`src/rtl/wavetable_pkg.sv`:
```
// rtl/wavetable_pkg.sv - shared types and defaults for the wavetable write side
package wavetable_pkg;

  localparam int DATA_W_DEF = 16;
  localparam int ADDR_W_DEF = 10;

  // Preloaded table in bank 0 spans indices 0..255.
  localparam logic [ADDR_W_DEF-1:0] RESET_MAX = 10'd255;

  typedef enum logic [1:0] {
    IDLE      = 2'd0,
    FILL      = 2'd1,
    PEND_SWAP = 2'd2
  } wr_state_t;

endpackage

```
`src/rtl/wavetable_writer.sv`:
```
// rtl/wavetable_writer.sv - loads one waveform period into the idle bank of a ping-pong wave RAM
module wavetable_writer
  import wavetable_pkg::*;
#(
  parameter int                DATA_W    = DATA_W_DEF,
  parameter int                ADDR_W    = ADDR_W_DEF,
  parameter int                MIN_LEN   = 2,
  parameter logic [ADDR_W-1:0] RESET_MAX = wavetable_pkg::RESET_MAX
) (
  input  logic              sample_adjust_clk,
  input  logic              Reset,
  input  logic              load_start,
  input  logic              wr_valid,
  output logic              wr_ready,
  input  logic [DATA_W-1:0] wr_data,
  input  logic              wr_last,
  input  logic [ADDR_W-1:0] addr_counter,
  output logic              ram_we,
  output logic [ADDR_W:0]   ram_waddr,
  output logic [DATA_W-1:0] ram_wdata,
  output logic              rd_bank,
  output logic [ADDR_W-1:0] max_count,
  output logic              busy,
  output logic              load_err
);

  // Index of the last sample of the shortest acceptable period.
  localparam logic [ADDR_W-1:0] MIN_IDX = ADDR_W'(MIN_LEN - 1);

  wr_state_t         state, state_nx;
  logic [ADDR_W-1:0] wptr;
  logic [ADDR_W-1:0] pend_max;

  logic accept;
  logic wptr_full;
  logic clr_ptr;
  logic do_wr;
  logic set_err;
  logic take_pend;
  logic do_swap;

  assign accept    = wr_valid && (state == FILL);
  assign wptr_full = (wptr == {ADDR_W{1'b1}});
  assign busy      = (state != IDLE);

  // State register.
  always_ff @(posedge sample_adjust_clk) begin
    if (Reset) state <= IDLE;
    else       state <= state_nx;
  end

  // Next-state decode and per-cycle control strobes for the datapath.
  always_comb begin
    state_nx  = state;
    wr_ready  = 1'b0;
    clr_ptr   = 1'b0;
    do_wr     = 1'b0;
    set_err   = 1'b0;
    take_pend = 1'b0;
    do_swap   = 1'b0;
    case (state)
      IDLE: begin
        if (load_start) begin
          clr_ptr  = 1'b1;
          state_nx = FILL;
        end
      end
      FILL: begin
        wr_ready = 1'b1;
        if (load_start) begin
          // Restart: the sample offered alongside the restart is dropped.
          clr_ptr = 1'b1;
        end else if (accept) begin
          do_wr = 1'b1;
          if (wr_last || wptr_full) begin
            if (wptr < MIN_IDX) begin
              set_err  = 1'b1;
              state_nx = IDLE;
            end else begin
              take_pend = 1'b1;
              set_err   = !wr_last;
              state_nx  = PEND_SWAP;
            end
          end
        end
      end
      PEND_SWAP: begin
        if (load_start) begin
          clr_ptr  = 1'b1;
          state_nx = FILL;
        end else if ((addr_counter == '0) && !ram_we) begin
          // Swap only at the reader's period boundary, after the last write landed.
          do_swap  = 1'b1;
          state_nx = IDLE;
        end
      end
      default: state_nx = IDLE;
    endcase
  end

  // Write pointer, registered RAM write port, error flag and bank handover.
  always_ff @(posedge sample_adjust_clk) begin
    if (Reset) begin
      wptr      <= '0;
      pend_max  <= '0;
      rd_bank   <= 1'b0;
      max_count <= RESET_MAX;
      ram_we    <= 1'b0;
      ram_waddr <= '0;
      ram_wdata <= '0;
      load_err  <= 1'b0;
    end else begin
      ram_we <= do_wr;
      if (do_wr) begin
        ram_waddr <= {~rd_bank, wptr};
        ram_wdata <= wr_data;
      end
      if (clr_ptr) begin
        wptr     <= '0;
        load_err <= 1'b0;
      end else begin
        if (do_wr && !wptr_full) wptr <= wptr + 1'b1;
        if (set_err)             load_err <= 1'b1;
      end
      if (take_pend) pend_max <= wptr;
      if (do_swap) begin
        rd_bank   <= ~rd_bank;
        max_count <= pend_max;
      end
    end
  end

endmodule
```
`config.mk`:
```
export PLATFORM = sky130hd
export DESIGN_NAME = wavetable_writer
export DESIGN_NICKNAME = d
export VERILOG_FILES = /design/src/rtl/wavetable_pkg.sv /design/src/rtl/wavetable_writer.sv
export SDC_FILE = /design/constraint.sdc
export NUM_CORES = 1
export LEC_CHECK = 0
export CAP_MARGIN = 20
export CELL_PAD_IN_SITES_DETAIL_PLACEMENT = 2
export CELL_PAD_IN_SITES_GLOBAL_PLACEMENT = 2
export CORE_ASPECT_RATIO = 1.1
export CORE_UTILIZATION = 29
export DETAILED_ROUTE_END_ITERATION = 10
export PLACE_DENSITY_LB_ADDON = 0.1
export SYNTH_ARGS = -nofsm -noshare
export SYNTH_HDL_FRONTEND = slang
export SYNTH_SLANG_ARGS = --single-unit
```
`constraint.sdc`:
```
create_clock -name sample_adjust_clk -period 2.7 [get_ports sample_adjust_clk]
set_input_delay 0.54 -clock sample_adjust_clk [delete_from_list [all_inputs] [get_ports sample_adjust_clk]]
set_output_delay 0.54 -clock sample_adjust_clk [all_outputs]
set_load 0.02 [all_outputs]
```
Figure 1. PDN straps and rails.
Pins as bars on the die edge.
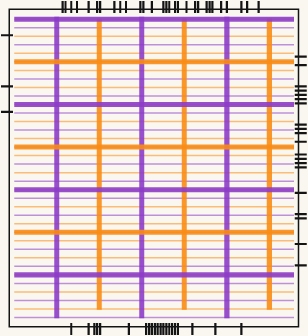
VDD -> orange
VSS -> purple
signal pins = 73
met4 straps = 6

Figure 2. Cell classes on the final placement.
Bar = 20 um.
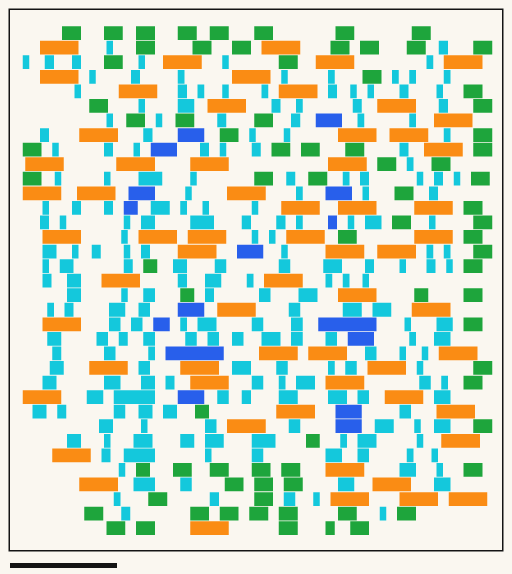
sequential cells -> orange  # cells 62, share of their area 36%
remaining buffers and delay cells -> green  # cells 78, share of their area 22%
combinational and other logic -> cyan  # cells 219, share of their area 36%
clock drivers and dummy loads -> blue  # cells 16, share of their area 6.7%

Figure 3. Routed clock nets over the placement.
Bar = 20 um.
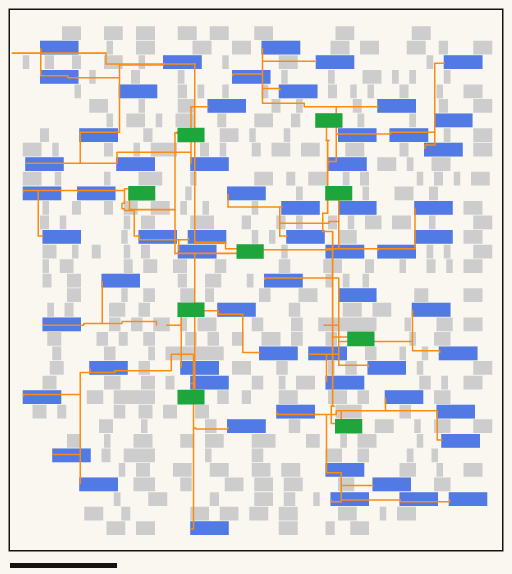
clock drivers -> green  # count 9
flip-flops -> blue  # count 62
clock wires -> orange  # length 913 um
routed clock nets = 10
flops lie = spread over the die

Figure 4. Metal layers overlaid.
Only two layers are drawn.
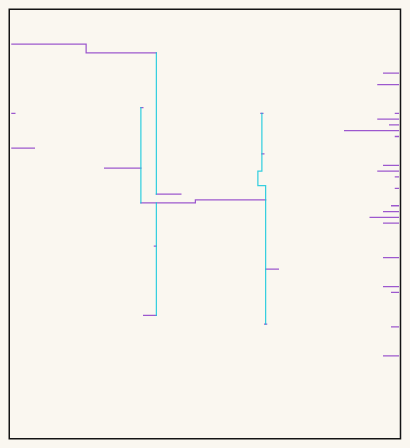
metal 3 -> purple  # wire length 161 um
metal 4 -> cyan  # wire length 135 um

Figure 5. Clock wiring as the flow saved it.
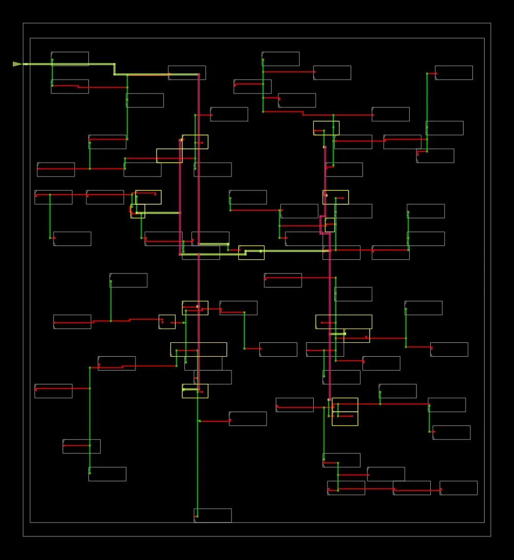
clock sinks: 62
insertion delay to the later sink of the worst-skew pair: 0.34 ns

==> job_summary.md <==
## Implementation flow summary

| Metric | Value |
|---|---|
| Non-Filler Instances | `approximately 490` |
| Top pwr grp | `the clock network` |
| Clock share of power | `approximately 47%` |
| WL met3 | `between 150 and 200 um` |
| Endpoints failing setup | `0` |
| Number of non-clock buffers | `a little under 80` |
| RePlAce Congestion | `roughly 0.76` |
| Hold path start | `ram_waddr[0]` |
| Async S/R FF share, synth | `0%` |
| Biggest area consumer among synthesized cells | `dfxtp_1` |
| Vias per inst | `4.860` |
| CP Data Required Time | `between 2 and 2.5 ns` |
| Aoi share | `approximately 14%` |
| Logic share of the area | `33.05%` |
| Post-synth area from yosys stat | `2577 um2` |
| VDD IR max | `0.2347 mV` |
| CP endpoint kind | `output port` |
| Sw frac | `between 20% and 30%` |
| Worst Path Arrival | `roughly 1.6 ns` |
| Adder share | `0.9709%` |
| Largest cell class | `sequential cells` |
| Post-CTS setup buffer count | `0` |
| Number of buffers added on ports | `72` |
| Die ar. | `9269 um2` |
| Cell area leaders | `dfxtp_1 (48%), nand2_1 (8.2%), a21oi_1 (6.4%)` |
| Die height | `approximately 100 um` |
| Clk Tree Root Cell | `clkbuf_8` |
| Final Hold Vio Count | `0` |
| Core area | `between 8000 and 9000 um2` |
| Max cap viols | `0` |
| Fin crit share | `between 80 and 90%` |
| Reg2Reg Depth | `5` |
| Final min period | `between 2 and 2.5 ns` |
| Met1 Use GR | `roughly 20%` |
| N_diodes | `0` |
| Dpl ws | `~0.29 ns` |
| Highest routed layer | `met4` |
| Gates resized, CTS repair | `0` |
| WP buf/inv | `2` |
| Die X-Extent | `~92 um` |
| Iteration-0 DRC Markers | `around 45` |
| Flops & latches, synth | `between 60 and 70` |
| Worst path depth | `3` |
| Inst Count DP | `roughly 470` |
| Max Clock Freq | `~0.46 GHz` |
| Setup slack, reg-to-reg | `0.81 ns` |
| Status | `complete, no violations` |
| Clk power | `951 uW` |
| Final-layout non-clock buffer area share | `20.99%` |
| Unrepaired setup endpoints after global routing | `no` |
| Number of flip-flops in the largest register | `16` |
| Top Layout Cells | `clkdlybuf4s50_1 (71), dfxtp_1 (62), nand2_1 (56), a21oi_1 (33)` |
| Slew margin rel. | `67.86%` |
| Per-cell routed wire length | `about 15 um` |
| Sequential Area | `roughly 1200 um2` |
Power is estimated from default activity; no workload was simulated.
